**Run 1: metal 1**

(2 px per um) Supply wires on this layer in gray.
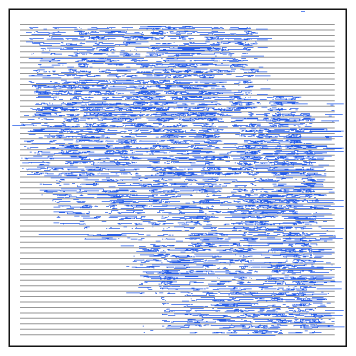
**Run 1: M2 wires**

(1.5 px per um)
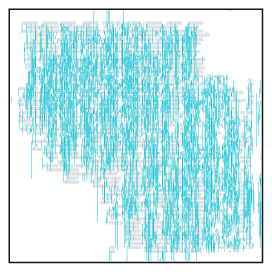
**Run 1: met3 routing**

(2 px per um)
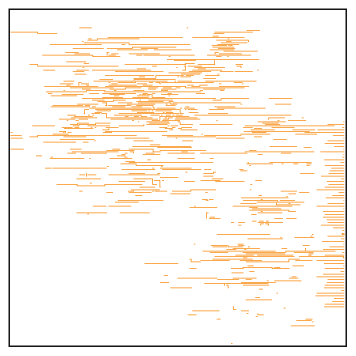
**Run 1: M4 wires**

(2 px per um) Supply wires on this layer in gray.
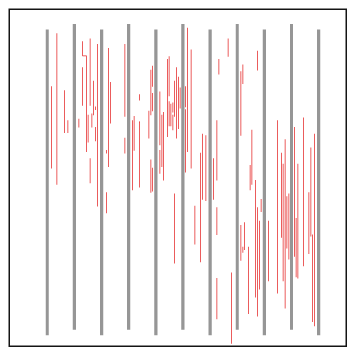
### src/rtl/cpu_bpu_if.sv
// cpu_bpu_if: fetch-side prediction bus and execute-side branch resolution for cpu_bpu
interface cpu_bpu_if #(parameter int PC_W = 16);
    logic            inst_valid;
    logic [PC_W-1:0] pc_now;
    logic [31:0]     instruction;
    logic            decompr_en;
    logic [31:0]     jmp_data;
    logic [4:0]      jmp_rs;
    logic            jmp_pred;
    logic            jmp_reg_en;
    logic            ras_hit;
    logic [PC_W-1:0] pc_jmp;
    logic            upd_valid;
    logic [PC_W-1:0] upd_pc;
    logic            upd_taken;
    modport master (
        output inst_valid, pc_now, instruction, decompr_en, jmp_data, upd_valid, upd_pc, upd_taken,
        input  jmp_rs, jmp_pred, jmp_reg_en, ras_hit, pc_jmp
    );
    modport slave (
        input  inst_valid, pc_now, instruction, decompr_en, jmp_data, upd_valid, upd_pc, upd_taken,
        output jmp_rs, jmp_pred, jmp_reg_en, ras_hit, pc_jmp
    );
endinterface

### src/rtl/cpu_bpu.sv
// cpu_bpu: dynamic branch predictor with 2-bit counter BHT and call/return address stack
module cpu_bpu #(
    parameter int PC_W      = 16,
    parameter int BHT_DEPTH = 64,
    parameter int RAS_DEPTH = 4
) (
    input logic       clk,
    input logic       rst_n,
    input logic       running,
    cpu_bpu_if.slave  bus
);
    localparam int IDX_W = $clog2(BHT_DEPTH);
    localparam int RP_W  = $clog2(RAS_DEPTH);
    localparam logic [RP_W:0] CNT_MAX = (RP_W+1)'(RAS_DEPTH);
    localparam logic [6:0] OP_BR = 7'b1100011, OP_JAL = 7'b1101111, OP_JALR = 7'b1100111;

    logic [31:0]     ins, pc32, imm_i, imm_b, imm_j;
    logic [4:0]      rd, rs1;
    logic            is_br, is_jal, is_jalr, is_call, is_ret, ras_ne, hit, do_push, do_pop;
    logic [IDX_W-1:0] rd_idx, up_idx;
    logic [BHT_DEPTH-1:0] bht_v;
    logic [1:0]      bht_c [BHT_DEPTH];
    logic [1:0]      cur_c, ctr_nxt;
    logic [PC_W-1:0] ras [RAS_DEPTH];
    logic [RP_W-1:0] ras_ptr, top_ptr;
    logic [RP_W:0]   ras_cnt;
    logic [PC_W-1:0] link, tgt_b, tgt_j, tgt_r;

    always_comb begin
        ins     = bus.instruction;
        pc32    = 32'(bus.pc_now);
        rd      = ins[11:7];
        rs1     = ins[19:15];
        imm_i   = {{20{ins[31]}}, ins[31:20]};
        imm_b   = {{19{ins[31]}}, ins[31], ins[7], ins[30:25], ins[11:8], 1'b0};
        imm_j   = {{11{ins[31]}}, ins[31], ins[19:12], ins[20], ins[30:21], 1'b0};
        is_br   = ins[6:0] == OP_BR;
        is_jal  = ins[6:0] == OP_JAL;
        is_jalr = ins[6:0] == OP_JALR;
        is_call = (is_jal | is_jalr) & (rd == 5'd1 | rd == 5'd5);
        is_ret  = is_jalr & rd == 5'd0 & (rs1 == 5'd1 | rs1 == 5'd5);
        ras_ne  = ras_cnt != '0;
        hit     = is_ret & ras_ne;
        top_ptr = ras_ptr - RP_W'(1);
        link    = bus.pc_now + (bus.decompr_en ? PC_W'(2) : PC_W'(4));
        tgt_b   = PC_W'(pc32 + imm_b);
        tgt_j   = PC_W'(pc32 + imm_j);
        tgt_r   = PC_W'((bus.jmp_data + imm_i) & ~32'd1);
        rd_idx  = bus.pc_now[IDX_W:1];
        up_idx  = bus.upd_pc[IDX_W:1];
        do_push = running & bus.inst_valid & is_call;
        do_pop  = running & bus.inst_valid & hit;
        cur_c   = bht_c[up_idx];
        ctr_nxt = !bht_v[up_idx] ? (bus.upd_taken ? 2'd2 : 2'd1) :
                  bus.upd_taken ? (cur_c == 2'd3 ? cur_c : cur_c + 2'd1) :
                  (cur_c == 2'd0 ? cur_c : cur_c - 2'd1);
    end

    assign bus.jmp_rs     = rs1;
    assign bus.ras_hit    = hit;
    assign bus.jmp_reg_en = is_jalr & ~hit;
    assign bus.jmp_pred   = is_br ? (bht_v[rd_idx] ? bht_c[rd_idx][1] : imm_b[11]) : (is_jal | is_jalr);
    assign bus.pc_jmp     = is_br ? tgt_b : is_jal ? tgt_j :
                            is_jalr ? (hit ? ras[top_ptr] : tgt_r) : bus.pc_now;

    // counters are only meaningful once their valid bit is set, so only valids need reset
    always_ff @(posedge clk) begin
        if (!rst_n) begin
            bht_v <= '0;
        end else if (running && bus.upd_valid) begin
            bht_v[up_idx] <= 1'b1;
            bht_c[up_idx] <= ctr_nxt;
        end
    end

    always_ff @(posedge clk) begin
        if (!rst_n) begin
            ras_ptr <= '0;
            ras_cnt <= '0;
        end else if (do_push && do_pop) begin
            ras[top_ptr] <= link;
        end else if (do_push) begin
            ras[ras_ptr] <= link;
            ras_ptr      <= ras_ptr + RP_W'(1);
            ras_cnt      <= ras_cnt == CNT_MAX ? ras_cnt : ras_cnt + 1'b1;
        end else if (do_pop) begin
            ras_ptr <= top_ptr;
            ras_cnt <= ras_cnt - 1'b1;
        end
    end
endmodule

### src/flat_wrapper.sv
// flat-port wrapper written by rule: the top's interface ports become plain ports
module cpu_bpu_flat 
#(
    parameter int PC_W      = 16,
    parameter int BHT_DEPTH = 64,
    parameter int RAS_DEPTH = 4
)
  (clk, rst_n, running, bus_inst_valid, bus_pc_now, bus_instruction, bus_decompr_en, bus_jmp_data, bus_upd_valid, bus_upd_pc, bus_upd_taken, bus_jmp_rs, bus_jmp_pred, bus_jmp_reg_en, bus_ras_hit, bus_pc_jmp);
  cpu_bpu_if #(.PC_W(PC_W)) bus_i ();
  input logic clk;
  input logic rst_n;
  input logic running;
  input wire logic [$bits(bus_i.inst_valid)-1:0] bus_inst_valid;
  input wire logic [$bits(bus_i.pc_now)-1:0] bus_pc_now;
  input wire logic [$bits(bus_i.instruction)-1:0] bus_instruction;
  input wire logic [$bits(bus_i.decompr_en)-1:0] bus_decompr_en;
  input wire logic [$bits(bus_i.jmp_data)-1:0] bus_jmp_data;
  input wire logic [$bits(bus_i.upd_valid)-1:0] bus_upd_valid;
  input wire logic [$bits(bus_i.upd_pc)-1:0] bus_upd_pc;
  input wire logic [$bits(bus_i.upd_taken)-1:0] bus_upd_taken;
  output wire logic [$bits(bus_i.jmp_rs)-1:0] bus_jmp_rs;
  output wire logic [$bits(bus_i.jmp_pred)-1:0] bus_jmp_pred;
  output wire logic [$bits(bus_i.jmp_reg_en)-1:0] bus_jmp_reg_en;
  output wire logic [$bits(bus_i.ras_hit)-1:0] bus_ras_hit;
  output wire logic [$bits(bus_i.pc_jmp)-1:0] bus_pc_jmp;
  assign bus_i.inst_valid = bus_inst_valid;
  assign bus_i.pc_now = bus_pc_now;
  assign bus_i.instruction = bus_instruction;
  assign bus_i.decompr_en = bus_decompr_en;
  assign bus_i.jmp_data = bus_jmp_data;
  assign bus_i.upd_valid = bus_upd_valid;
  assign bus_i.upd_pc = bus_upd_pc;
  assign bus_i.upd_taken = bus_upd_taken;
  assign bus_jmp_rs = bus_i.jmp_rs;
  assign bus_jmp_pred = bus_i.jmp_pred;
  assign bus_jmp_reg_en = bus_i.jmp_reg_en;
  assign bus_ras_hit = bus_i.ras_hit;
  assign bus_pc_jmp = bus_i.pc_jmp;
  cpu_bpu #(.PC_W(PC_W), .BHT_DEPTH(BHT_DEPTH), .RAS_DEPTH(RAS_DEPTH)) u_core (.clk(clk), .rst_n(rst_n), .running(running), .bus(bus_i));
endmodule
### config.mk
export PLATFORM = sky130hd
export DESIGN_NAME = cpu_bpu_flat
export DESIGN_NICKNAME = d
export VERILOG_FILES = /design/src/rtl/cpu_bpu_if.sv /design/src/rtl/cpu_bpu.sv /design/src/flat_wrapper.sv
export SDC_FILE = /design/constraint.sdc
export NUM_CORES = 1
export LEC_CHECK = 0
export CAP_MARGIN = 10
export CORE_MARGIN = 5
export CORE_UTILIZATION = 55
export DETAILED_ROUTE_END_ITERATION = 16
export PLACE_DENSITY = 0.88
export SLEW_MARGIN = 15
export SYNTH_ARGS = -nofsm -noshare
export SYNTH_HDL_FRONTEND = slang
export SYNTH_SLANG_ARGS = --single-unit
### constraint.sdc
create_clock -name clk -period 8.7 [get_ports clk]
set_clock_uncertainty 0.15 [all_clocks]
set_input_delay 1.74 -clock clk [delete_from_list [all_inputs] [get_ports clk]]
set_output_delay 1.74 -clock clk [all_outputs]
set_load 0.005 [all_outputs]
==> flow_summary.json, run 1 <==
{
  "status": "complete, no violations",
  "syn_inst": 1151,
  "p_comb_mw": 0.393,
  "ys_ff": 261,
  "pwr-share-clk_pct": 40.3,
  "power_leader": "sequential cells",
  "path_delay_family": "AND-OR/OR-AND gates",
  "powerDensity_mw_per_mm2": 187,
  "p_leak_nw": 5.86,
  "pg_seq_mw": 1.37,
  "min_from": "u_core.bht_v[51]",
  "taps": 324,
  "post-synth-top-area-fraction_pct": 42.1,
  "drive_gt1_share_pct": 9.92,
  "yosys.area_share.simple_pct": 10.3,
  "final_cells": 1564,
  "die_h_um": 168,
  "nNetsFinal": 1370,
  "yosys_cells": 1151,
  "use_met2_pct": 48.1,
  "fin_crit_sh_pct": 84.5,
  "cts-resized-gates": 0,
  "flop_cell": "edfxtp_1",
  "wl_met1_um": 14500,
  "crit_type": "primary input to output pin",
  "die-area_sq_mm": 0.0282,
  "yosysWarnings": 0,
  "wl_met2_um": 19800,
  "edf_count": 192,
  "gp_congestion": 0.986,
  "crit_start": "bus_pc_now[6]",
  "route.met3.wl_um": 5350,
  "cts_hold_buf": 0,
  "ios": 127
}
-- 'metal 1' (at the start) --
wire length on this layer: 14500 um
main direction: horizontal
nets with wire on the layer: 1263
longest straight run: 52.9 um
Via Count: 11100
routed wire length: 42200 um

-- 'M2 wires' (at the start) --
nets with wire on the layer: 1210
longest straight run: 76.3 um

-- 'met3 routing' (at the start) --
share of all routed wire: 13%
main direction: horizontal

-- 'M4 wires' (at the start) --
main direction: vertical
nets with wire on the layer: 73
wire length on this layer: 2560 um
share of all routed wire: 6.1%

==> inputs of run 2 (changes only) <==
CORE_UTILIZATION = 53   (was 55)
clock period = 5.9 ns   (was 8.7 ns; I/O delays follow)
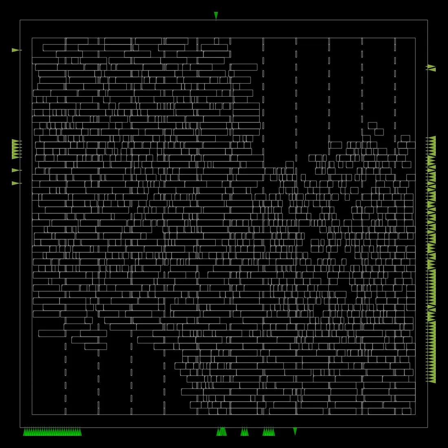
**Above:** run 2 (placement view).
Fillers: 1823
Layout Utilization: 63.3%
# rows: 58
fin cells: 1602
tap cells: 330

==> run 2 against run 1 <==
  * Cell area up 1.5%
  * Worst hold slack worse by 6.7 ps
  * Die area grew 3.5%
  * Non-clock buffer count is 28 higher
  * Via count about the same
  * Core utilization is 1.4 points lower
  * Setup slack worse by 1200 ps
  * Register-to-register slack got worse by 1900 ps
  * Count of clock-buffer cells in the layout grew 7
  * Final cell count increased by 2.4%
  * Critical path type unchanged
  * Critical endpoint is now bus_pc_jmp[15]
  * Largest cell class unchanged
  * Largest power group unchanged
==> flow_summary.json, run 2 <==
{
  "syn_inst": 1151,
  "edf_count": 192,
  "use_met2_pct": 46.7,
  "die_h_um": 171,
  "p_leak_nw": 6.02,
  "yosysTopAreaCell": "edfxtp_1",
  "route.met3.wl_um": 5350,
  "p_comb_mw": 0.597,
  "logic_area_sq_mm": 0.00619,
  "nNetsFinal": 1399,
  "p_int_mw": 3.24,
  "wl_met1_um": 14800,
  "yosys_cells": 1151,
  "crit_start": "bus_instruction[21]",
  "wl_met2_um": 19700,
  "wirelength_um": 42200,
  "pg_seq_mw": 2.02,
  "flop_cell": "edfxtp_1",
  "yosys.area_share.simple_pct": 10.3,
  "ios": 127,
  "gp_congestion": 0.970,
  "powerDensity_mw_per_mm2": 268,
  "fin_crit_sh_pct": 98.0,
  "status": "complete, no violations",
  "vias": 11200,
  "cts_hold_buf": 0,
  "min_from": "u_core.bht_v[18]",
  "crit_type": "primary input to output pin",
  "drive_gt1_share_pct": 12.1,
  "ys_ff": 261,
  "seq_power_share_pct": 47.1,
  "yosysChipArea_sq_mm": 0.0137,
  "pwr-share-clk_pct": 39.0,
  "place_inst": 1552,
  "power_leader": "sequential cells",
  "path_delay_family": "buffers and inverters"
}
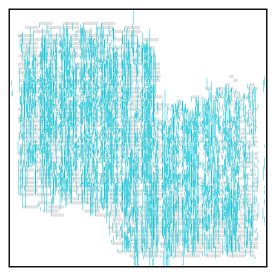
**Above:** run 2 (M2 wires).
(1.5 px per um)
longest straight run: 79.6 um
share of all routed wire: 47%
wire length on this layer: 19700 um
main direction: vertical
nets with wire on the layer: 1242

==> inputs of run 3 (changes only) <==
ABC_AREA = 1   (was default)
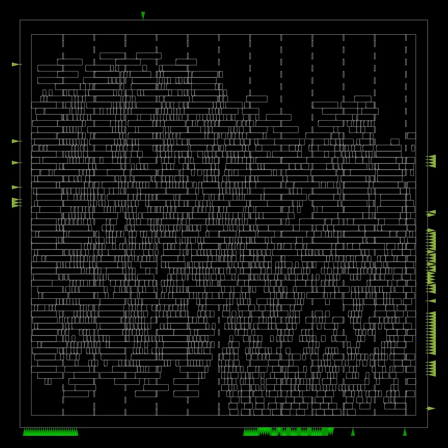
**Above:** run 3 (placement view).
Fillers: 2470
Layout Utilization: 60.5%
fin cells: 2446

==> run 3 against run 2 <==
  * Clock power is 4% lower
  * Register-to-register slack worse by 300 ps
  * Core utilization is 2.8 points lower
  * Global-route usage is 1.7 points lower
  * Largest power group unchanged
==> flow_summary.json, run 3 <==
{
  "status": "complete, no violations",
  "seq_power_share_pct": 47.1,
  "crit_start": "bus_pc_now[3]",
  "fin_crit_sh_pct": 92.7,
  "logic_area_sq_mm": 0.00712,
  "cts_hold_buf": 0,
  "yosys_cells": 1988,
  "p_comb_mw": 0.672,
  "wl_met2_um": 21800,
  "route.met3.wl_um": 4900,
  "ios": 127,
  "placement_rows": 62,
  "nNetsFinal": 2192,
  "gp_congestion": 0.951,
  "vias": 14400,
  "flop_cell": "edfxtp_1",
  "p_leak_nw": 7.24,
  "taps": 384,
  "yosysTopAreaCell": "edfxtp_1",
  "crit_type": "primary input to output pin",
  "die-area_sq_mm": 0.0326,
  "power_leader": "sequential cells",
  "ys_ff": 261,
  "syn_inst": 1988,
  "use_met2_pct": 45.2,
  "post-synth-top-area-fraction_pct": 37.4,
  "min_from": "u_core.bht_v[4]",
  "yosysWarnings": 0,
  "cts-resized-gates": 0
}
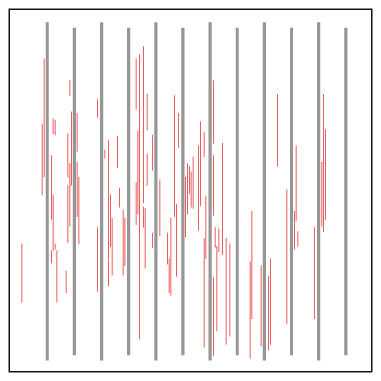
**Above:** run 3 (M4 wires).
(2 px per um) Supply wires on this layer in gray.
main direction: vertical
longest straight run: 142 um
share of all routed wire: 5.4%

Power and IR drop assume default switching activity.
